<file path="config.mk">
export PLATFORM = sky130hd
export DESIGN_NAME = instr_encoder_loader
export DESIGN_NICKNAME = d
export VERILOG_FILES = /design/src/rtl/instr_encoder_loader.sv
export SDC_FILE = /design/constraint.sdc
export NUM_CORES = 1
export LEC_CHECK = 0
export ABC_AREA = 1
export CORE_ASPECT_RATIO = 1.5
export CORE_MARGIN = 10
export CORE_UTILIZATION = 46
export CTS_CLUSTER_DIAMETER = 80
export CTS_CLUSTER_SIZE = 12
export DETAILED_ROUTE_END_ITERATION = 8
export HOLD_SLACK_MARGIN = 0.03
export MAX_ROUTING_LAYER = met4
export PLACE_DENSITY_LB_ADDON = 0.1
export SETUP_SLACK_MARGIN = 0.05
export SLEW_MARGIN = 20
export SYNTH_ARGS = -nofsm -noshare
export SYNTH_HDL_FRONTEND = slang
export SYNTH_SLANG_ARGS = --single-unit
</file>
<file path="constraint.sdc">
create_clock -name clk_i -period 4.1 [get_ports clk_i]
set_clock_uncertainty 0.05 [all_clocks]
set_input_delay 0.82 -clock clk_i [delete_from_list [all_inputs] [get_ports clk_i]]
set_output_delay 0.82 -clock clk_i [all_outputs]
set_load 0.02 [all_outputs]
</file>
<file path="src/rtl/instr_encoder_loader.sv">
// Program loader: encodes high-level RV32 instruction requests into 32-bit words
// and writes them sequentially into instruction memory, one word per two cycles.
module instr_encoder_loader #(
  parameter int ADDR_W = 8,
  parameter int DEPTH  = 256
) (
  input  logic              clk_i,
  input  logic              rst_i,
  input  logic              start_i,
  input  logic              finish_i,
  input  logic              req_valid_i,
  output logic              req_ready_o,
  input  logic [2:0]        cls_i,
  input  logic [2:0]        funct3_i,
  input  logic [6:0]        funct7_i,
  input  logic [4:0]        rd_i,
  input  logic [4:0]        rs1_i,
  input  logic [4:0]        rs2_i,
  input  logic [11:0]       imm_i,
  output logic              imem_we_o,
  output logic [ADDR_W-1:0] imem_addr_o,
  output logic [31:0]       imem_wdata_o,
  output logic [ADDR_W:0]   count_o,
  output logic              busy_o,
  output logic              done_o,
  output logic              err_o
);

  typedef enum logic [1:0] {ST_IDLE, ST_LOAD, ST_WRITE, ST_DONE} state_e;

  typedef enum logic [2:0] {
    CLS_ADDI = 3'd0,
    CLS_R    = 3'd1,
    CLS_BEQ  = 3'd2,
    CLS_LW   = 3'd3,
    CLS_SW   = 3'd4,
    CLS_VEC  = 3'd5
  } cls_e;

  localparam logic [6:0] OP_IMM    = 7'b0010011;
  localparam logic [6:0] OP_REG    = 7'b0110011;
  localparam logic [6:0] OP_BRANCH = 7'b1100011;
  localparam logic [6:0] OP_LOAD   = 7'b0000011;
  localparam logic [6:0] OP_STORE  = 7'b0100011;
  localparam logic [6:0] OP_VEC    = 7'b1010111;

  localparam logic [ADDR_W:0] DEPTH_C = (ADDR_W+1)'(DEPTH);
  localparam logic [ADDR_W:0] ONE_C   = (ADDR_W+1)'(1);

  state_e            state_q, state_d;
  logic [ADDR_W-1:0] addr_q, addr_d;
  logic [31:0]       wdata_q, wdata_d;
  logic [ADDR_W:0]   count_q, count_d;
  logic              err_q, err_d;

  logic [31:0] enc_word;
  logic        enc_legal;

  // NOTE: every variable assigned in an always_comb gets a default first, so no
  // path through the case statements can leave it unassigned and infer a latch.
  always_comb begin
    enc_word  = 32'h0;
    enc_legal = 1'b1;
    case (cls_i)
      CLS_ADDI: enc_word = {imm_i, rs1_i, funct3_i, rd_i, OP_IMM};
      CLS_R:    enc_word = {funct7_i, rs2_i, rs1_i, funct3_i, rd_i, OP_REG};
      CLS_VEC:  enc_word = {funct7_i, rs2_i, rs1_i, funct3_i, rd_i, OP_VEC};
      CLS_LW:   enc_word = {imm_i, rs1_i, 3'b010, rd_i, OP_LOAD};
      CLS_SW:   enc_word = {imm_i[11:5], rs2_i, rs1_i, 3'b010, imm_i[4:0], OP_STORE};
      // imm_i already holds offset[12:1]; B-type scatters those bits.
      CLS_BEQ:  enc_word = {imm_i[11], imm_i[9:4], rs2_i, rs1_i, 3'b000,
                            imm_i[3:0], imm_i[10], OP_BRANCH};
      default:  enc_legal = 1'b0;
    endcase
  end

  always_comb begin
    state_d = state_q;
    addr_d  = addr_q;
    wdata_d = wdata_q;
    count_d = count_q;
    err_d   = err_q;
    if (start_i) begin
      state_d = ST_LOAD;
      addr_d  = '0;
      count_d = '0;
      err_d   = 1'b0;
    end else begin
      case (state_q)
        ST_IDLE: ;
        ST_LOAD: begin
          if (req_valid_i) begin
            if (enc_legal) begin
              wdata_d = enc_word;
              addr_d  = count_q[ADDR_W-1:0];
              state_d = ST_WRITE;
            end else begin
              err_d = 1'b1;
            end
          end else if (finish_i) begin
            state_d = ST_DONE;
          end
        end
        ST_WRITE: begin
          count_d = count_q + ONE_C;
          state_d = (count_d == DEPTH_C || finish_i) ? ST_DONE : ST_LOAD;
        end
        ST_DONE: ;
        default: state_d = ST_IDLE;
      endcase
    end
  end

  // NOTE: state registers use non-blocking assignments so every flop samples the
  // pre-edge value of its neighbours, matching what the hardware does.
  always_ff @(posedge clk_i) begin
    if (rst_i) begin
      state_q <= ST_IDLE;
      addr_q  <= '0;
      wdata_q <= '0;
      count_q <= '0;
      err_q   <= 1'b0;
    end else begin
      state_q <= state_d;
      addr_q  <= addr_d;
      wdata_q <= wdata_d;
      count_q <= count_d;
      err_q   <= err_d;
    end
  end

  // start_i cancels a pending write in the same cycle, so it must gate the strobe.
  assign imem_we_o    = (state_q == ST_WRITE) && !start_i;
  assign imem_addr_o  = addr_q;
  assign imem_wdata_o = wdata_q;
  assign count_o      = count_q;
  assign req_ready_o  = (state_q == ST_LOAD);
  assign busy_o       = (state_q == ST_LOAD) || (state_q == ST_WRITE);
  assign done_o       = (state_q == ST_DONE);
  assign err_o        = err_q;

endmodule

</file>
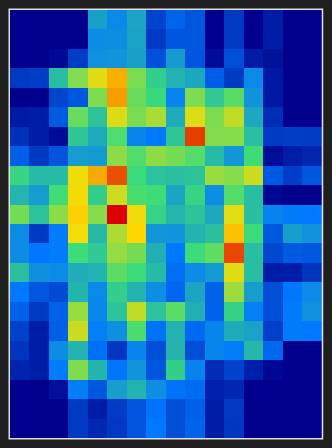
Figure 1: routed metal per tile.
The die is cut into 16 by 22 equal tiles; dark blue is low, red is high, scaled to the fullest tile. Values are wire area over tile area, all layers added.
16% of the tiles are nearly empty. The fullest tile reaches 0.47. 18% of the tiles are over half the peak. The densest ninth of the die: middle. The mean over all tiles is 0.14.
drt total wl: 7190 um
global router's overall resource usage: 0.169
Routed WL per cell: 14.3 um

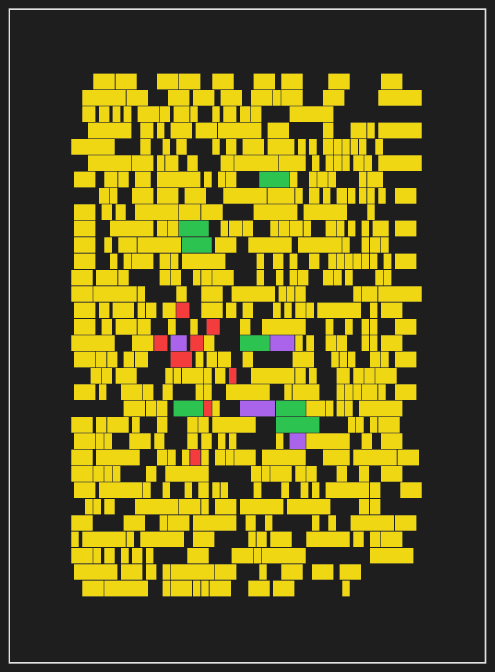
Figure 2: sizing map.
_6 and larger: shown in green, cells 7, most used clkbuf_8. _0 and _1 cells: shown in yellow, cells 416, most used clkdlybuf4s50_1. _3 and _4 cells: shown in purple, cells 4, most used buf_4. _2 cells: shown in red, cells 8, most used nand2_2.
final setup margin: 0.952 ns
Layout Cell Area excl Fill: 3490 um^2
buffer count excluding the clock tree in the final layout: 99
synthesis-to-finish area growth: 45.3%

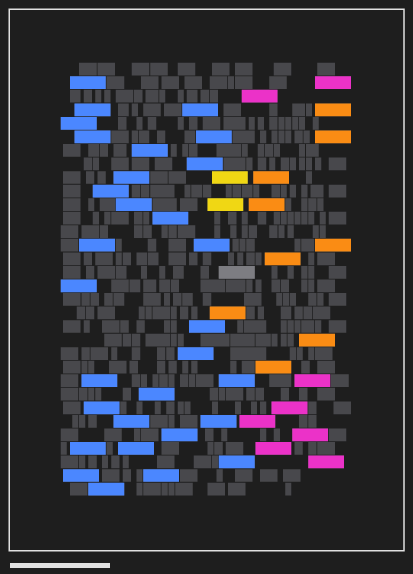
Figure 3: where the registers sit.
Scale bar: 20 um.
imem_wdata_o: shown in blue, flops 30. count_o: shown in orange, flops 9. state_q: shown in yellow, flops 2. imem_addr_o: shown in magenta, flops 8.
Another 1 sequential cells are not coloured.

==> Table 3: Implementation characteristics <==
Physical implementation characteristics

Parameter                              Value

Power
  Internal Dissipation .................. 0.000737 W
  Power in the clock group .................. 0.000293 W
  Maximum vdd drop .................. 191 uV

Worst setup path
  Worst path bufs/invs .................. 3
  Crit Reg-Reg Endpoint .................. imem_wdata_o[14]
  Cells traversed along the worst timing path .................. inv_1, ha_1, clkinv_1, nor2_1, clkdlybuf4s50_1
  Crit path arrival time .................. 2.28 ns

Layout
  Number of multi-input combinational cells in the layout .................. 228
  Non-clock buffering overhead in the final layout .................. 0.283
  Inserted Diodes .................. 0
  Final cell count without fillers .................. 503
  Combinational fraction of the cell area .................. 0.326
  Filler cell count in the final layout .................. 495
  Multi-input gate area in the final layout .................. 1130 um^2

Outcome
  Status .................. completed

Global route
  Busiest layer in global routing .................. met2
  Met3 track demand over resource .................. 0.0590
  Remaining Overflow, GRT .................. 0
  Initial antenna violation count .................. 0

Worst hold path
  Number of cells on the worst hold path .................. 2

Placement
  Instance count after placement with tap cells included .................. 495
  Placed wire-length estimate .................. 5660 um

Floorplanning
  Die H .................. 108 um
  Pre-Place Util .................. 0.472
  Number of well-tap cells placed .................. 68
  I/O pin count .................. 99

Logic synthesis
  Post-synth ARST share .................. 0
  Top area cells in the synthesized netlist .................. dfxtp_1, o21ai_0, nand2_1
  Area share of xor/xnor cells in the synthesized design .................. 0.00365

Run
  Count of maximum capacitance violations .................. 0

CTS
  Root Buffer Master .................. clkbuf_8
  TritonCTS clock tree .................. done
  Post-CTS setup-driven buffer insertion count .................. 0
  Bufs on Longest Clock Path .................. 2

Timing
  Final max-slew violation count .................. 0
  Setup repair after global routing missed its margin .................. no

Route
  Post-DR vias/cell .................. 5.05
  Met2 WL .................. 3870 um
  Number of routed nets with antenna violations .................. 0
Power and IR drop assume default switching activity.
